## config.mk

```make
export PLATFORM = sky130hd
export DESIGN_NAME = spi3_arb_master_flat
export DESIGN_NICKNAME = d
export VERILOG_FILES = /design/src/rtl/spi3_arb_if.sv /design/src/rtl/spi3_arb_master.sv /design/src/flat_wrapper.sv
export SDC_FILE = /design/constraint.sdc
export NUM_CORES = 1
export LEC_CHECK = 0
export ABC_AREA = 1
export CORE_AREA = 4 4 91 93
export CTS_CLUSTER_SIZE = 20
export DETAILED_ROUTE_END_ITERATION = 6
export DIE_AREA = 0 0 95 97
export SLEW_MARGIN = 0
export SYNTH_ARGS = -nofsm -noshare
export SYNTH_HDL_FRONTEND = slang
export SYNTH_SLANG_ARGS = --single-unit
export TNS_END_PERCENT = 30
```

## constraint.sdc

```tcl
create_clock -name CK_i -period 2.13 [get_ports CK_i]
set_input_delay 0.213 -clock CK_i [delete_from_list [all_inputs] [get_ports CK_i]]
set_output_delay 0.213 -clock CK_i [all_outputs]
set_load 0.02 [all_outputs]
```

## src/rtl/spi3_arb_if.sv

```systemverilog
// Bus bundle for spi3_arb_master: requester handshake, read-data return and the
// SPI pins. Signal names follow the board-level pin list.
interface spi3_arb_if #(
  parameter int C_DAT_W = 8
);
  // REQ/ACK handshake: a requester raises REQs_i[n] (level) with WDATs_i stable,
  // holds it until the one-cycle ACKs_o[n] pulse, and drops it the cycle after.
  // RDATs_o is valid from the ACK cycle and held until the next ACK.
  logic [2:0]           REQs_i;
  logic [3*C_DAT_W-1:0] WDATs_i;
  logic [2:0]           ACKs_o;
  logic [C_DAT_W-1:0]   RDATs_o;
  logic [2:0]           GNTs_o;
  logic                 BUSY_o;
  logic                 SCLK_o;
  logic                 COPI_o;
  logic                 XSS_0_o;
  logic                 XSS_1_o;
  logic                 XSS_2_o;
  logic                 CIPO_0_i;
  logic                 CIPO_1_i;
  logic                 CIPO_2_i;
  logic [2:0]           dbg_state;

  modport master (
    input  REQs_i, WDATs_i, CIPO_0_i, CIPO_1_i, CIPO_2_i,
    output ACKs_o, RDATs_o, GNTs_o, BUSY_o, SCLK_o, COPI_o,
    output XSS_0_o, XSS_1_o, XSS_2_o, dbg_state
  );

  modport slave (
    output REQs_i, WDATs_i, CIPO_0_i, CIPO_1_i, CIPO_2_i,
    input  ACKs_o, RDATs_o, GNTs_o, BUSY_o, SCLK_o, COPI_o,
    input  XSS_0_o, XSS_1_o, XSS_2_o, dbg_state
  );
endinterface

```

## src/rtl/spi3_arb_master.sv

```systemverilog
// Round-robin SPI mode-0 master shared by three requesters, one chip select
// and one CIPO per target, MSB first, full duplex.
module spi3_arb_master #(
  parameter int C_DAT_W    = 8,
  parameter int C_HALF_DIV = 68
) (
  input  logic       CK_i,
  input  logic       RST_i,
  spi3_arb_if.master bus
);
  typedef enum logic [2:0] {S_IDLE, S_LEAD, S_SHIFT, S_TRAIL, S_GAP} state_t;

  localparam int HW = (C_HALF_DIV > 1) ? $clog2(C_HALF_DIV) : 1;
  localparam int EW = $clog2(2 * C_DAT_W);
  localparam logic [HW-1:0] H_LAST = HW'(C_HALF_DIV - 1);
  localparam logic [EW-1:0] E_LAST = EW'(2 * C_DAT_W - 1);

  state_t             state_q, state_d;
  logic [HW-1:0]      hcnt_q;
  logic [EW-1:0]      e_q;
  logic [1:0]         last_q, owner_q, win;
  logic [C_DAT_W-1:0] tx_q, rx_q, rdat_q, wsel;
  logic               sclk_q, copi_q;
  logic [2:0]         xss_q, ack_q, gnt_q;
  logic               tick, start, found, cipo_sel;

  assign tick = (hcnt_q == H_LAST);

  // Search order LAST+1, LAST+2, LAST; iterating backwards lets the
  // highest-priority candidate overwrite the others.
  always_comb begin
    win   = last_q;
    found = 1'b0;
    for (int k = 2; k >= 0; k--) begin
      if (bus.REQs_i[(int'(last_q) + 1 + k) % 3]) begin
        win   = 2'((int'(last_q) + 1 + k) % 3);
        found = 1'b1;
      end
    end
  end

  assign start = (state_q == S_IDLE) && (ack_q == 3'b000) && found;
  assign wsel  = bus.WDATs_i[32'(win) * C_DAT_W +: C_DAT_W];

  always_comb begin
    cipo_sel = 1'b0;
    case (owner_q)
      2'd0:    cipo_sel = bus.CIPO_0_i;
      2'd1:    cipo_sel = bus.CIPO_1_i;
      2'd2:    cipo_sel = bus.CIPO_2_i;
      default: cipo_sel = 1'b0;
    endcase
  end

  always_comb begin
    state_d = state_q;
    case (state_q)
      S_IDLE:  if (start) state_d = S_LEAD;
      S_LEAD:  if (tick) state_d = S_SHIFT;
      S_SHIFT: if (tick && e_q == E_LAST) state_d = S_TRAIL;
      S_TRAIL: if (tick) state_d = S_GAP;
      S_GAP:   if (tick) state_d = S_IDLE;
      default: state_d = S_IDLE;
    endcase
  end

  always_ff @(posedge CK_i) begin
    if (RST_i) state_q <= S_IDLE;
    else       state_q <= state_d;
  end

  always_ff @(posedge CK_i) begin
    if (RST_i) begin
      hcnt_q  <= '0;
      e_q     <= '0;
      last_q  <= 2'd2;
      owner_q <= 2'd0;
      tx_q    <= '0;
      rx_q    <= '0;
      rdat_q  <= '0;
      sclk_q  <= 1'b0;
      copi_q  <= 1'b0;
      xss_q   <= 3'b111;
      ack_q   <= 3'b000;
      gnt_q   <= 3'b000;
    end else begin
      ack_q <= 3'b000;
      // Half-period timer restarts on every state change and at each tick.
      if (state_q == S_IDLE || state_d != state_q || tick) hcnt_q <= '0;
      else                                                 hcnt_q <= hcnt_q + HW'(1);
      case (state_q)
        S_IDLE: begin
          if (start) begin
            tx_q    <= wsel;
            copi_q  <= wsel[C_DAT_W-1];
            owner_q <= win;
            last_q  <= win;
            gnt_q   <= 3'b001 << win;
            xss_q   <= ~(3'b001 << win);
            e_q     <= '0;
          end
        end
        S_SHIFT: begin
          if (tick) begin
            sclk_q <= ~sclk_q;
            e_q    <= e_q + EW'(1);
            if (!sclk_q) begin
              rx_q <= {rx_q[C_DAT_W-2:0], cipo_sel};
            end else begin
              tx_q   <= {tx_q[C_DAT_W-2:0], 1'b0};
              copi_q <= tx_q[C_DAT_W-2];
            end
          end
        end
        S_TRAIL: if (tick) xss_q <= 3'b111;
        S_GAP: begin
          if (tick) begin
            rdat_q <= rx_q;
            ack_q  <= gnt_q;
            gnt_q  <= 3'b000;
          end
        end
        default: ;
      endcase
    end
  end

  assign bus.ACKs_o    = ack_q;
  assign bus.RDATs_o   = rdat_q;
  assign bus.GNTs_o    = gnt_q;
  assign bus.BUSY_o    = (state_q != S_IDLE);
  assign bus.SCLK_o    = sclk_q;
  assign bus.COPI_o    = copi_q;
  assign bus.XSS_0_o   = xss_q[0];
  assign bus.XSS_1_o   = xss_q[1];
  assign bus.XSS_2_o   = xss_q[2];
  assign bus.dbg_state = state_q;
endmodule

```

## src/flat_wrapper.sv

```systemverilog
// flat-port wrapper written by rule: the top's interface ports become plain ports
module spi3_arb_master_flat 
#(
  parameter int C_DAT_W    = 8,
  parameter int C_HALF_DIV = 68
)
  (CK_i, RST_i, bus_REQs_i, bus_WDATs_i, bus_CIPO_0_i, bus_CIPO_1_i, bus_CIPO_2_i, bus_ACKs_o, bus_RDATs_o, bus_GNTs_o, bus_BUSY_o, bus_SCLK_o, bus_COPI_o, bus_XSS_0_o, bus_XSS_1_o, bus_XSS_2_o, bus_dbg_state);
  spi3_arb_if #(.C_DAT_W(C_DAT_W)) bus_i ();
  input  logic CK_i;
  input  logic RST_i;
  input wire logic [$bits(bus_i.REQs_i)-1:0] bus_REQs_i;
  input wire logic [$bits(bus_i.WDATs_i)-1:0] bus_WDATs_i;
  input wire logic [$bits(bus_i.CIPO_0_i)-1:0] bus_CIPO_0_i;
  input wire logic [$bits(bus_i.CIPO_1_i)-1:0] bus_CIPO_1_i;
  input wire logic [$bits(bus_i.CIPO_2_i)-1:0] bus_CIPO_2_i;
  output wire logic [$bits(bus_i.ACKs_o)-1:0] bus_ACKs_o;
  output wire logic [$bits(bus_i.RDATs_o)-1:0] bus_RDATs_o;
  output wire logic [$bits(bus_i.GNTs_o)-1:0] bus_GNTs_o;
  output wire logic [$bits(bus_i.BUSY_o)-1:0] bus_BUSY_o;
  output wire logic [$bits(bus_i.SCLK_o)-1:0] bus_SCLK_o;
  output wire logic [$bits(bus_i.COPI_o)-1:0] bus_COPI_o;
  output wire logic [$bits(bus_i.XSS_0_o)-1:0] bus_XSS_0_o;
  output wire logic [$bits(bus_i.XSS_1_o)-1:0] bus_XSS_1_o;
  output wire logic [$bits(bus_i.XSS_2_o)-1:0] bus_XSS_2_o;
  output wire logic [$bits(bus_i.dbg_state)-1:0] bus_dbg_state;
  assign bus_i.REQs_i = bus_REQs_i;
  assign bus_i.WDATs_i = bus_WDATs_i;
  assign bus_i.CIPO_0_i = bus_CIPO_0_i;
  assign bus_i.CIPO_1_i = bus_CIPO_1_i;
  assign bus_i.CIPO_2_i = bus_CIPO_2_i;
  assign bus_ACKs_o = bus_i.ACKs_o;
  assign bus_RDATs_o = bus_i.RDATs_o;
  assign bus_GNTs_o = bus_i.GNTs_o;
  assign bus_BUSY_o = bus_i.BUSY_o;
  assign bus_SCLK_o = bus_i.SCLK_o;
  assign bus_COPI_o = bus_i.COPI_o;
  assign bus_XSS_0_o = bus_i.XSS_0_o;
  assign bus_XSS_1_o = bus_i.XSS_1_o;
  assign bus_XSS_2_o = bus_i.XSS_2_o;
  assign bus_dbg_state = bus_i.dbg_state;
  spi3_arb_master #(.C_DAT_W(C_DAT_W), .C_HALF_DIV(C_HALF_DIV)) u_core (.CK_i(CK_i), .RST_i(RST_i), .bus(bus_i));
endmodule
```

==> Slide: Implementation Results, run 1 <==
Physical Implementation Snapshot

Run status
  • Outcome: complete, no violations

Setup path
  • CP max stage cell: dfxtp_4
  • Critical Path RT: ~2.3 ns
  • Setup CP Type: register to register
  • Worst Setup EP: u_core.e_q[2]
  • Max stage delay on crit path: roughly 0.38 ns

Timing
  • Setup violators final: 0
  • Worst slew margin: 67.6%
  • Final hold viol count: 0

GRT
  • Grt met3 use: around 2.6%

Logic synthesis
  • Async S/R FF share, synth: 0%
  • Post-synth top flop: dfxtp_1
  • Number of enable flip-flop cells: 0
  • Mapped Area: about 0.0025 mm2

Routing
  • Post-route ant nets: 0
  • First-pass iteration count of the detailed router: 4

Cells and area
  • Reg area: a little over 0.001 mm2

Power
  • Total combinational power: around 2600 uW
  • Pleak: ~0.0014 uW
  • Switching Share: 44.0%

Clock network
  • Clock transition at path regs: 0.09 ns
  • Root Buffer: clkbuf_8

Job
  • Tool warnings: 28

Die
  • Fp util: about a third
-- run 1: stage by stage --
| stage | worst slack (ns) | utilization, % | TNS, ns | hold WS (ns) |
|---|---|---|---|---|
| 2_1_floorplan | 0.0710 | - | 0 | 0.430 |
| 3_3_place_gp | 0.0198 | 42.5 | 0 | 0.441 |
| 3_5_place_dp | -0.0460 | 42.5 | -0.271 | 0.440 |
| 4_1_cts | -0.00859 | 44.0 | -0.0159 | 0.453 |
| 5_1_grt | -0.00476 | 45.2 | -0.00476 | 0.484 |
| 6_report | 0.118 | 45.2 | 0 | 0.458 |
-- run 1: layout make-up --
class,count,share of cell area (%)
multi-input cells,236,38.7
flip-flops and latches,51,30.1
well taps,102,3.75
repair buffers,74,20.6
inverters,36,3.97
clock inverters,1,0.257
clock buffers,7,2.54
Fig. 1: run 1, track usage over the die
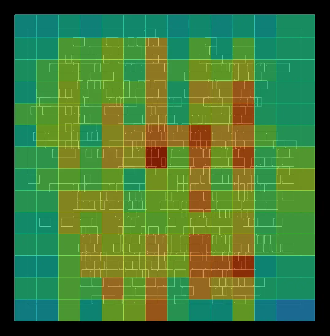
Tot GR Track Use: 14.0%
met1 usage: 17.8%
Global Route met2 Usage: 23.9%
final core occ: 45.2%

Fig. 2: run 1, close-up of the layout
The bar under the picture is 10 um long. Region (28, 9) to (68, 49) um. Cells in gray, sequential cells in the stronger gray; small squares are vias.
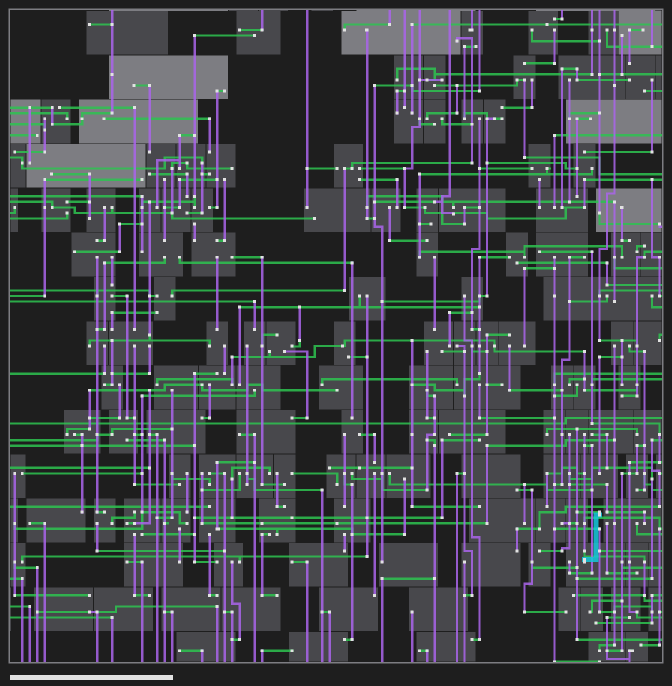
- green: met1
- purple: met2
- cyan: met3
- most frequent: nand2_1 (28), nand3_1 (18), clkdlybuf4s50_1 (17)
- sequential cells in the window: 6
- netlist names of flops here include: u_core.tx_q (4)
- cells with their middle in the window: 131

Fig. 3: run 1, sizing map
The bar under the picture is 20 um long.
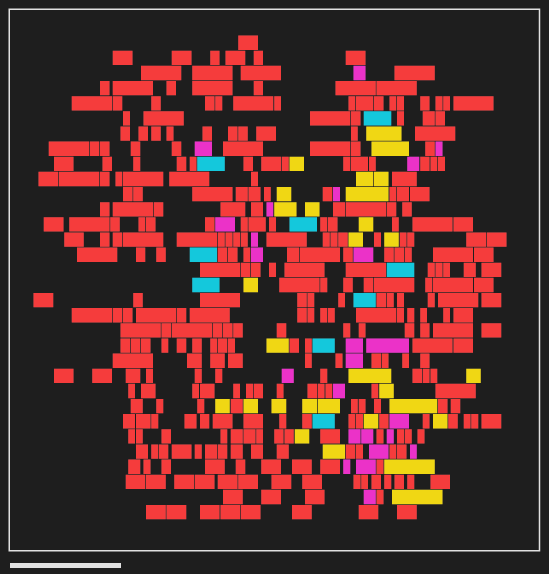
- magenta: drive 2 (cells 24; share 5.9%; most used inv_2)
- red: drive 1 or less (cells 343; share 85%; most used nand2_1)
- cyan: drive 6 and up (cells 9; share 2.2%; most used clkbuf_8)
- yellow: drive 3 to 4 (cells 29; share 7.2%; most used buf_4)
bufs w/o clock: 74
area delta synth->final: 37.8%
Final Cell Area: 0.00340 mm2
worst setup margin: 0.118 ns

Fig. 4: run 1, met1 routing
The bar under the picture is 20 um long. Supply wires on this layer in gray.
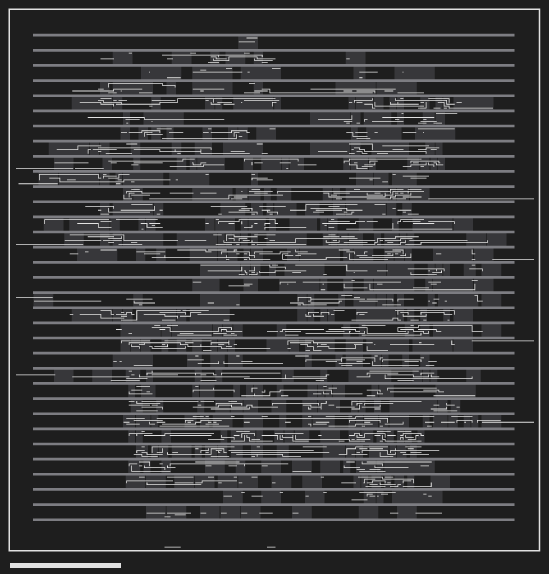
- nets with wire on the layer: 402
- wire length on this layer: 3020 um

## Run 2: what changed since run 1
Settings changed: SKIP_CTS_REPAIR_TIMING from default to 1.
Fig. 5: run 2, met2 routing
The bar under the picture is 20 um long.
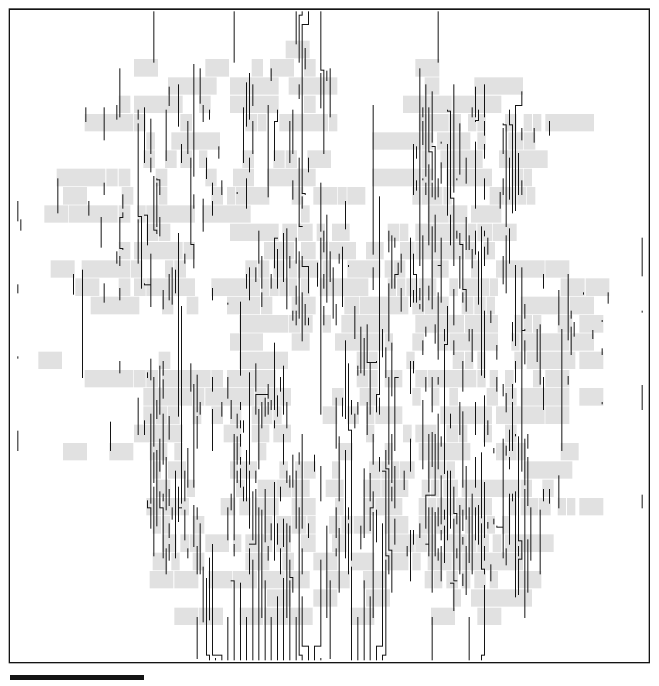
- wire length on this layer: 3050 um
- main direction: vertical
- share of all routed wire: 48%
- nets with wire on the layer: 369
- longest straight run: 30.3 um

==> run 2 against run 1 <==
Sequential share of layout area barely moved. Worst hold slack got worse by 0.00082 ns. Maximum frequency rose by 1.9%.
==> Slide: Implementation Results, run 2 <==
Physical Implementation Snapshot

Clock network
  • Root Buffer: clkbuf_8 (unchanged)
  • H-tree levels: 2 (unchanged)
  • Clock transition at path regs: 0.09 ns (about the same)

Timing
  • TNS Setup: 0 ns (unchanged)
  • Worst setup margin: 0.156 ns (was 0.118 ns)
  • Setup violators final: 0 (unchanged)
  • Worst slew margin: 66.6% (was 67.6%)
  • Smallest hold slack: 0.457 ns (was 0.458 ns)

Power
  • Power Clock: 579 uW (was 578 uW)
  • Pleak: 0.00137 uW (was 0.00136 uW)
  • Total combinational power: 2540 uW (was 2550 uW)
  • Switching Share: 43.7% (was 44.0%)

Cells and area
  • Reg area: 0.00103 mm2 (unchanged)
  • Final net count: 441 (was 440)
  • Multi-input comb cells: 236 (unchanged)
  • Final Cell Area: 0.00341 mm2 (was 0.00340 mm2)
  • Comb area share: 38.3% (was 38.7%)
  • Bufs w/o clock: 75 (was 74)
  • Registers: 51 (unchanged)
  • Area delta synth->final: 37.9% (was 37.8%)
  • Clock Buffer Count: 7 (unchanged)
  • ClkCell Share: 2.79% (about the same)
  • Fraction of area in registers: 30.1% (about the same)
  • Final core occ: 45.3% (was 45.2%)
  • Inverters: 36 (unchanged)

Hold path
  • Worst hold path depth: 2 (unchanged)

Die
  • Fp util: 32.8% (unchanged)
  • Well Taps: 102 (unchanged)

Job
  • Tool warnings: 27 (was 28)

Logic synthesis
  • Synth top cell by count: nand2_1 (unchanged)
  • Number of enable flip-flop cells: 0 (unchanged)
  • Post-synthesis chip area from yosys: 0.00247 mm2 (unchanged)
  • Post-synth top flop: dfxtp_1 (unchanged)
  • Async S/R FF share, synth: 0% (unchanged)
  • Mapped Area: 0.00247 mm2 (unchanged)
  • Post-synth top area share: 41.3% (unchanged)

Setup path
  • Worst path depth: 9 (was 12)
  • Setup CP Type: register to register (unchanged)
  • Critical Path RT: 2.31 ns (was 2.33 ns)
  • CP max stage cell: dfxtp_1 (was dfxtp_4)
  • Max stage delay on crit path: 0.40 ns (was 0.38 ns)

Routing
  • First-pass iteration count of the detailed router: 4 (unchanged)
  • Vias per std cell: 4.76 (was 4.75)

Run status
  • Outcome: complete, no violations (unchanged)

Placement
  • Placement Setup Slack: -0.0460 ns (unchanged)
Fig. 6: run 2, track usage over the die
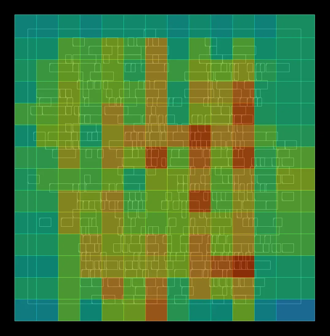
Global Route met2 Usage: 23.8%
Tot GR Track Use: 14.0%
WL/cell: 12.5 um
GRT busiest layer: met2

[run 2: netlist changes by cell type in the layout (fill, tap and decap cells not counted), sizes merged]
| cell | change |
|---|---|
| buf | +1 |
[run 2: cell families (layout without fill, tap and decap cells)]
| family | after synthesis | count (layout) | share of synthesized area [%] |
|---|---|---|---|
| compound gates | 77 | 77 | 16.8 |
| xor+xnor | 3 | 3 | 1.06 |
| fa+ha+maj | 4 | 4 | 2.03 |
| buf+inv | 49 | 119 | 8.71 |
| flops | 51 | 51 | 41.3 |
| simple gates | 152 | 152 | 30.1 |
[run 2: routing by layer]
metal | global-route usage [%] | routed length, um
met5 | 0 | 0
met4 | 4.00 | 70
met3 | 2.57 | 187
met2 | 23.8 | 3050
met1 | 17.8 | 3040
## Run 3: what changed since run 2
Clock period 2.13 ns to 1.9 ns, I/O delays scaled along.
Fig. 7: run 3, met1 routing
The bar under the picture is 20 um long. Supply wires on this layer in gray.
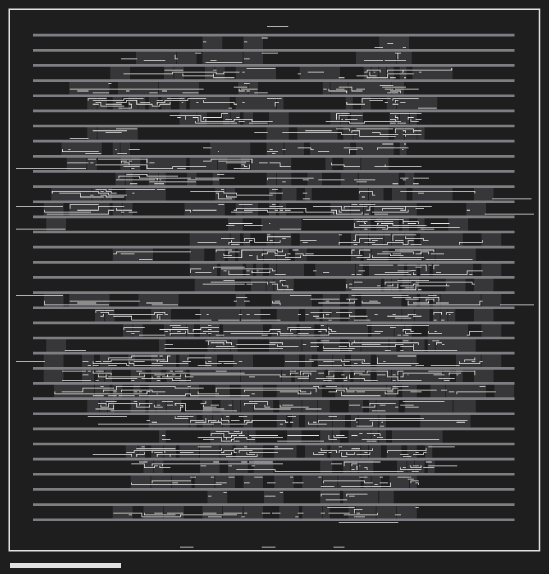
- nets with wire on the layer: 424
- share of all routed wire: 45%
- main direction: horizontal
- wire length on this layer: 3010 um
- longest straight run: 23.9 um

==> run 3 against run 2 <==
The run now ends with negative setup slack left. Clock skew grew 0.0035 ns. Via count grew 3.2%. Clock power grew 16%. Power grew 32%. Synthesized cell count is the same. Largest cell class unchanged. Synthesized area is the same. Cell area grew 10%. Die size is the same. Worst hold slack gained 0.0082 ns. Non-clock buffer count grew 19.
==> Slide: Implementation Results, run 3 <==
Physical Implementation Snapshot

Cells and area
  • Inverters: 36 (unchanged)
  • Reg area: 0.00103 mm2 (about the same)
  • ClkCell Share: 2.64% (was 2.79%)
  • Fraction of area in registers: 27.4% (was 30.1%)
  • Area delta synth->final: 51.7% (was 37.9%)
  • Final Cell Area: 0.00375 mm2 (was 0.00341 mm2)
  • Top cell category: combinational gates (unchanged)
  • Comb area share: 38.6% (was 38.3%)
  • Bufs w/o clock: 94 (was 75)
  • Clock Buffer Count: 6 (was 7)

Power
  • Pleak: 0.00150 uW (was 0.00137 uW)

Clock network
  • H-tree levels: 2 (unchanged)
  • Clock transition at path regs: 0.10 ns (was 0.09 ns)

GRT
  • GRT busiest layer: met2 (unchanged)
  • Global Route met2 Usage: 23.9% (was 23.8%)
  • Tot GR Track Use: 14.2% (was 14.0%)
  • Met1 usage: 18.5% (was 17.8%)

Routing
  • WL/cell: 12.7 um (was 12.5 um)
  • Vias per std cell: 4.74 (was 4.76)
  • First-pass iteration count of the detailed router: 4 (unchanged)

Run status
  • Failing checks: negative setup slack
  • Outcome: complete, but fails checks (was complete, no violations)

Logic synthesis
  • Adder Share, Synth: 2.03% (unchanged)
  • Post-synthesis chip area from yosys: 0.00247 mm2 (unchanged)
  • Synth top cell by count: nand2_1 (unchanged)
  • Async S/R FF share, synth: 0% (unchanged)
  • And+or+nand+nor area frac: 30.1% (unchanged)
  • Number of enable flip-flop cells: 0 (unchanged)
  • Complex Gates by Area: 16.8% (unchanged)
  • Mapped Area: 0.00247 mm2 (unchanged)

Timing
  • Final hold viol count: 0 (unchanged)
  • TNS Setup: -0.0452 ns (was 0 ns)
  • Worst slew margin: 70.2% (was 66.6%)
  • Smallest hold slack: 0.465 ns (was 0.457 ns)
  • Worst setup margin: -0.0289 ns (was 0.156 ns)
  • Setup violators final: 3 (was 0)

Placement
  • Placement Setup Slack: -0.131 ns (was -0.0460 ns)

Setup path
  • Worst Setup EP: u_core.tx_q[0] (was u_core.rx_q[3])
  • Worst path depth: 15 (was 9)
  • Setup CP Type: register to register (unchanged)
  • CP max stage cell: dfxtp_2 (was dfxtp_1)

Job
  • Tool warnings: 28 (was 27)
Fig. 8: run 3, met2 routing
The bar under the picture is 20 um long.
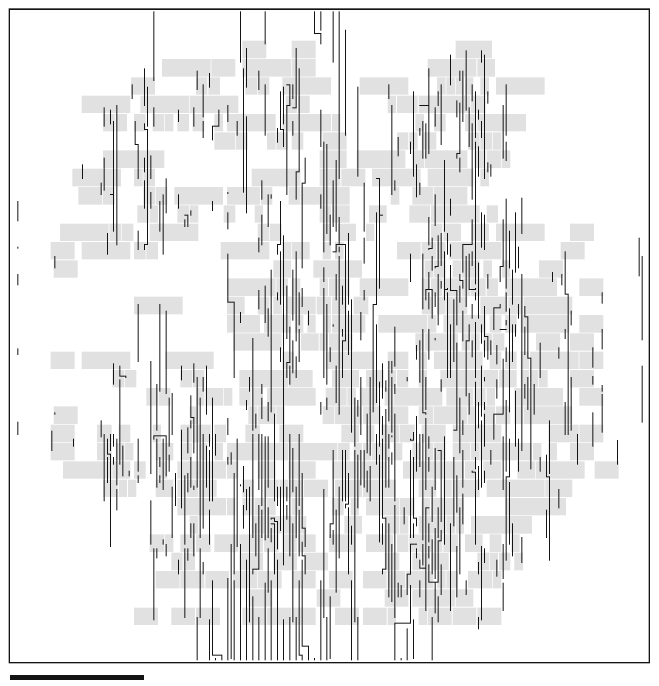
- longest straight run: 49.0 um
- nets with wire on the layer: 384
- main direction: vertical
- share of all routed wire: 50%

==> run 3: kinds of logic (layout without fill, tap and decap cells) <==
| logic type | count (synthesis) | count (layout) |
|---|---|---|
| compound gates | 77 | 77 |
| xor+xnor | 3 | 3 |
| fa+ha+maj | 4 | 4 |
| simple gates | 152 | 152 |
| flops | 51 | 51 |
| buf+inv | 49 | 138 |
==> run 3: report_power, final <==
group | internal [uW] | switching [uW]
Combinational | 1720 | 1980
Sequential | 1260 | 133
Clock | 298 | 375
Total | 3280 | 2490
==> run 3: per-layer routing <==
metal  wire, um  share of wire (%)
met4         70                1.0
met2       3370                 50
met5          0                  0
met3        234                3.5
met1       3010                 45
==> run 3: tightest hold or removal path, stage by stage (launching register included) <==
cell     delay (ns)
dfxtp_1        0.31
inv_1          0.07
a21oi_1        0.06
Power is estimated from default activity; no workload was simulated.
